Close-up of the layout:
Window x 34 to 59, y 34 to 59 um. Cells in gray, sequential cells in the stronger gray; small squares are vias.
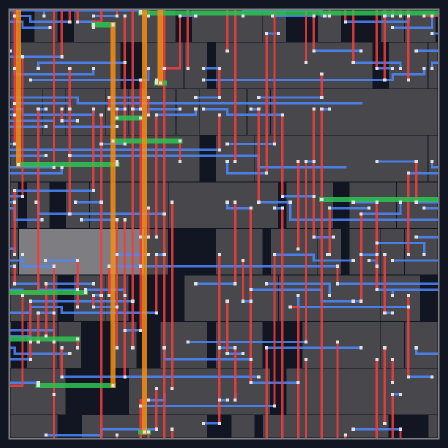
M2 wires:
(4 px per um)
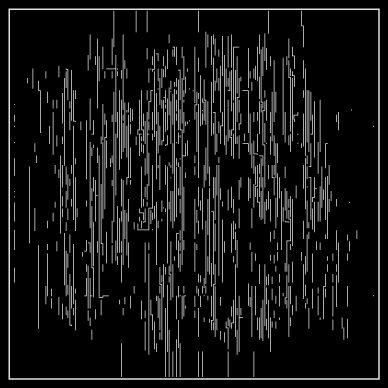
Sequential cells grouped by signal name:
(4 px per um) Other sequential cells in the stronger gray, the rest of the logic in the fainter gray.
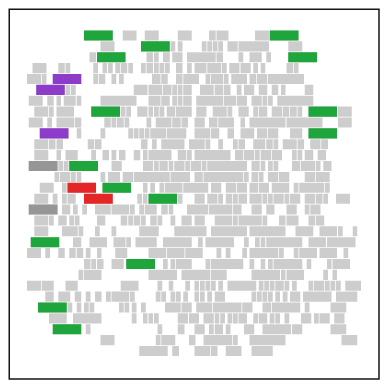
Routing congestion map:
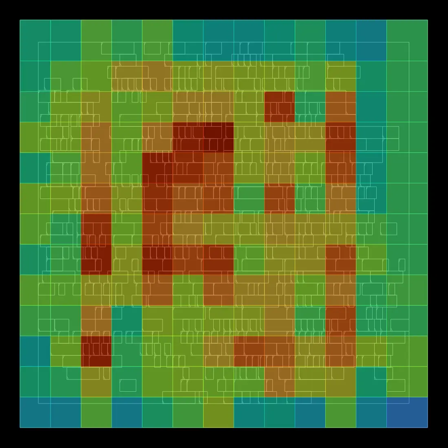
Sizing map:
(4 px per um)
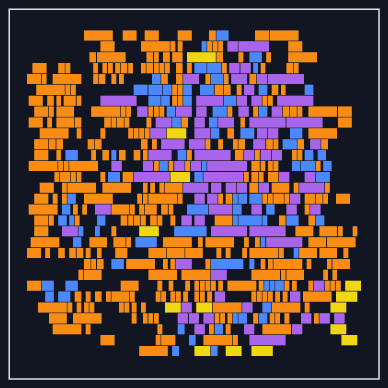
<file path="config.mk">
export PLATFORM = sky130hd
export DESIGN_NAME = mac_accumulator_6bit
export DESIGN_NICKNAME = d
export VERILOG_FILES = /design/src/rtl/mac_accumulator_6bit_pkg.sv /design/src/rtl/multiplier_6bit.sv /design/src/rtl/mac_accumulator_6bit.sv
export SDC_FILE = /design/constraint.sdc
export NUM_CORES = 1
export LEC_CHECK = 0
export ABC_AREA = 1
export CAP_MARGIN = 20
export CORE_MARGIN = 4
export CORE_UTILIZATION = 41
export CTS_CLUSTER_SIZE = 24
export DETAILED_ROUTE_END_ITERATION = 16
export MAX_ROUTING_LAYER = met4
export REMOVE_ABC_BUFFERS = 1
export SETUP_SLACK_MARGIN = 0.5
export SYNTH_ARGS = -nofsm -noshare
export SYNTH_HDL_FRONTEND = slang
export SYNTH_SLANG_ARGS = --single-unit
</file>
<file path="constraint.sdc">
create_clock -name clk -period 4.5 [get_ports clk]
set_input_delay 0.675 -clock clk [delete_from_list [all_inputs] [get_ports clk]]
set_output_delay 0.675 -clock clk [all_outputs]
set_load 0.005 [all_outputs]
</file>
<file path="src/rtl/mac_accumulator_6bit_pkg.sv">
// Shared widths, FSM encoding and sum-width derivation for the 6-bit MAC accumulator.
package mac_accumulator_6bit_pkg;

  localparam int unsigned OP_W   = 6;
  localparam int unsigned PROD_W = 13;

  typedef enum logic [1:0] {
    IDLE = 2'd0,
    ACC  = 2'd1,
    DONE = 2'd2
  } state_t;

  // Product width plus one bit per doubling of LEN keeps the sum overflow-free.
  function automatic int unsigned acc_width(input int unsigned len);
    return PROD_W + $clog2(len);
  endfunction

endpackage

</file>
<file path="src/rtl/multiplier_6bit.sv">
// Combinational 6x6 unsigned multiplier producing a 13-bit product.
module multiplier_6bit
  import mac_accumulator_6bit_pkg::*;
(
  input  logic [OP_W-1:0]   A,
  input  logic [OP_W-1:0]   B,
  output logic [PROD_W-1:0] ans
);

  assign ans = PROD_W'(A) * PROD_W'(B);

endmodule

</file>
<file path="src/rtl/mac_accumulator_6bit.sv">
// Accumulates LEN operand-pair products and hands the sum out over valid/ready.
module mac_accumulator_6bit
  import mac_accumulator_6bit_pkg::*;
#(
  parameter  int unsigned LEN   = 4,
  localparam int unsigned ACC_W = acc_width(LEN),
  localparam int unsigned CNT_W = $clog2(LEN + 1)
) (
  input  logic             clk,
  input  logic             rst,
  input  logic             clr,
  input  logic             in_valid,
  output logic             in_ready,
  input  logic [OP_W-1:0]  A,
  input  logic [OP_W-1:0]  B,
  output logic             out_valid,
  input  logic             out_ready,
  output logic [ACC_W-1:0] sum,
  output logic [CNT_W-1:0] cnt
);

  state_t             state;
  logic [ACC_W-1:0]   acc;
  logic [PROD_W-1:0]  prod;
  logic [ACC_W-1:0]   prod_ext;
  logic [CNT_W-1:0]   cnt_nxt;
  logic               accept;
  logic               last;

  multiplier_6bit u_mul (
    .A   (A),
    .B   (B),
    .ans (prod)
  );

  assign prod_ext = ACC_W'(prod);
  assign cnt_nxt  = cnt + CNT_W'(1);
  assign accept   = in_valid && in_ready;
  assign last     = (cnt_nxt == CNT_W'(LEN));
  assign sum      = acc;

  // rst and clr both drop any partial or pending group; rst simply wins by ordering.
  always_ff @(posedge clk) begin
    if (rst || clr) begin
      state     <= IDLE;
      acc       <= '0;
      cnt       <= '0;
      out_valid <= 1'b0;
      in_ready  <= 1'b1;
    end else begin
      case (state)
        IDLE, ACC: begin
          if (accept) begin
            acc <= (state == IDLE) ? prod_ext : acc + prod_ext;
            cnt <= cnt_nxt;
            if (last) begin
              state     <= DONE;
              in_ready  <= 1'b0;
              out_valid <= 1'b1;
            end else begin
              state <= ACC;
            end
          end
        end
        DONE: begin
          if (out_ready) begin
            state     <= IDLE;
            acc       <= '0;
            cnt       <= '0;
            out_valid <= 1'b0;
            in_ready  <= 1'b1;
          end
        end
        default: begin
          state     <= IDLE;
          acc       <= '0;
          cnt       <= '0;
          out_valid <= 1'b0;
          in_ready  <= 1'b1;
        end
      endcase
    end
  end

endmodule

</file>
==> reports/qor.yml <==
comb_area_um2: 2522
arrival_ps: 4300
routed.top_layer: "met4"
clock-sinks: 22
critical-path-max-stage-delay_ps: 550
p_comb_share_pct: 78.6
ys_sh_adder_pct: 27.13
power.total_uw: 1626
cp-endpoint: "sum[13]"
cts_tree: "yes"
final_common_cell: "nand2_1"
drv_cap: 0
hold_end: "in_ready"
finalSetupViolCount: 0
maxSlewViolCount: 0
drc: 0
holdWs_ps: 472.5
synth-xor-area-share_pct: 1.814
dp.final_hpwl_um: 5884
dp.cells: 608
grt_pass1_vias: 3106
synth_area_um2: 2897
end_kind: "flop"
timing.final.crit_share_pct: 92.64
fin_nets: 601
async_reset_ff_share_pct: 0
antenna_left: 0
hp-start: "in_ready"
grt_overflow_total: 0
cp_max_fo: 5
synthTopCellsByCount: "nand2_1, inv_1, ha_1"
ff_type: "dfxtp_1"
internal_power_uw: 876.9
r2r-end: "sum[8]"
logic_gate_count: 319
drive_gt1_share_pct: 33.96
outcome: "finished clean"
ys_types: 34
drt-initial-drc-count: 135
ys_ff: 22
synth_seq_share_pct: 15.21
path_buffers: 5
seq_area_um2: 440.4
wl_met1_um: 3630
place_congestion: 0.9249
hold_viol: 0
combAreaFraction_pct: 59.15
cts_resized: 155
p_sw_uw: 748.7
cp_num_cells: 24
die_h_um: 92.05
top_cell_area_share_pct: 18.01
r2r_start: "sum[0]"
rsz0062_at_grt: "true"
clock_path_buffers: 2
dieArea_um2: 8473
slew_headroom_pct: 52.27
rows: 30
cts_hold_buf: 0
cp_top_family: "adder cells"
grtUsageMet1_pct: 26.23
reg2reg_slack_ps: 2400
fp_util_pct: 42.40
clock_buffers: 3
ys_sh_aoi_pct: 10.45
inverters: 97
syn_inst: 443
htreeDepth: 1
## Picture notes: 'close-up of the layout'
[M4] orange
[M1] blue
[M2] red
[M3] green
sequential cells in the window: 1
most frequent: buf_4 (10), inv_1 (7), nand2_1 (7)
cells with their middle in the window: 60
netlist names of flops here include: sum (1)

## Picture notes: 'M2 wires'
main direction: vertical
longest straight run: 35.4 um
share of all routed wire: 48%
nets with wire on the layer: 501
wire length on this layer: 3,890 um
total wire length: 8123 um
detailed-route via count: 3,070
met2 usage: 34.25%

## Picture notes: 'sequential cells grouped by signal name'
[sum] green | placed flops: 15 | where: spread over the die
[state] red | placed flops: 2
[cnt] purple | placed flops: 3
not colored: 2
fraction of area in registers: 10.33%
Final Core Density: 62.42%
P_seq: 219 uW

## Picture notes: 'routing congestion map'
GR peak layer: met2
gr usage total: 20.35%
WL/cell: 12.98 um

## Picture notes: 'sizing map'
[x2] blue | cells: 83 | most used: nand2_2
[x1 and smaller] orange | cells: 350 | most used: nand2_1
[x6 and larger] yellow | cells: 14 | most used: buf_6
[x3 and x4] purple | cells: 83 | most used: buf_4
Non-CTS buffers: 89
Setup WS post-layout: 331.1 ps
Area Growth Syn to Fin: 47.21%
final instance area: 4264 um2

Power is estimated from default activity; no workload was simulated.
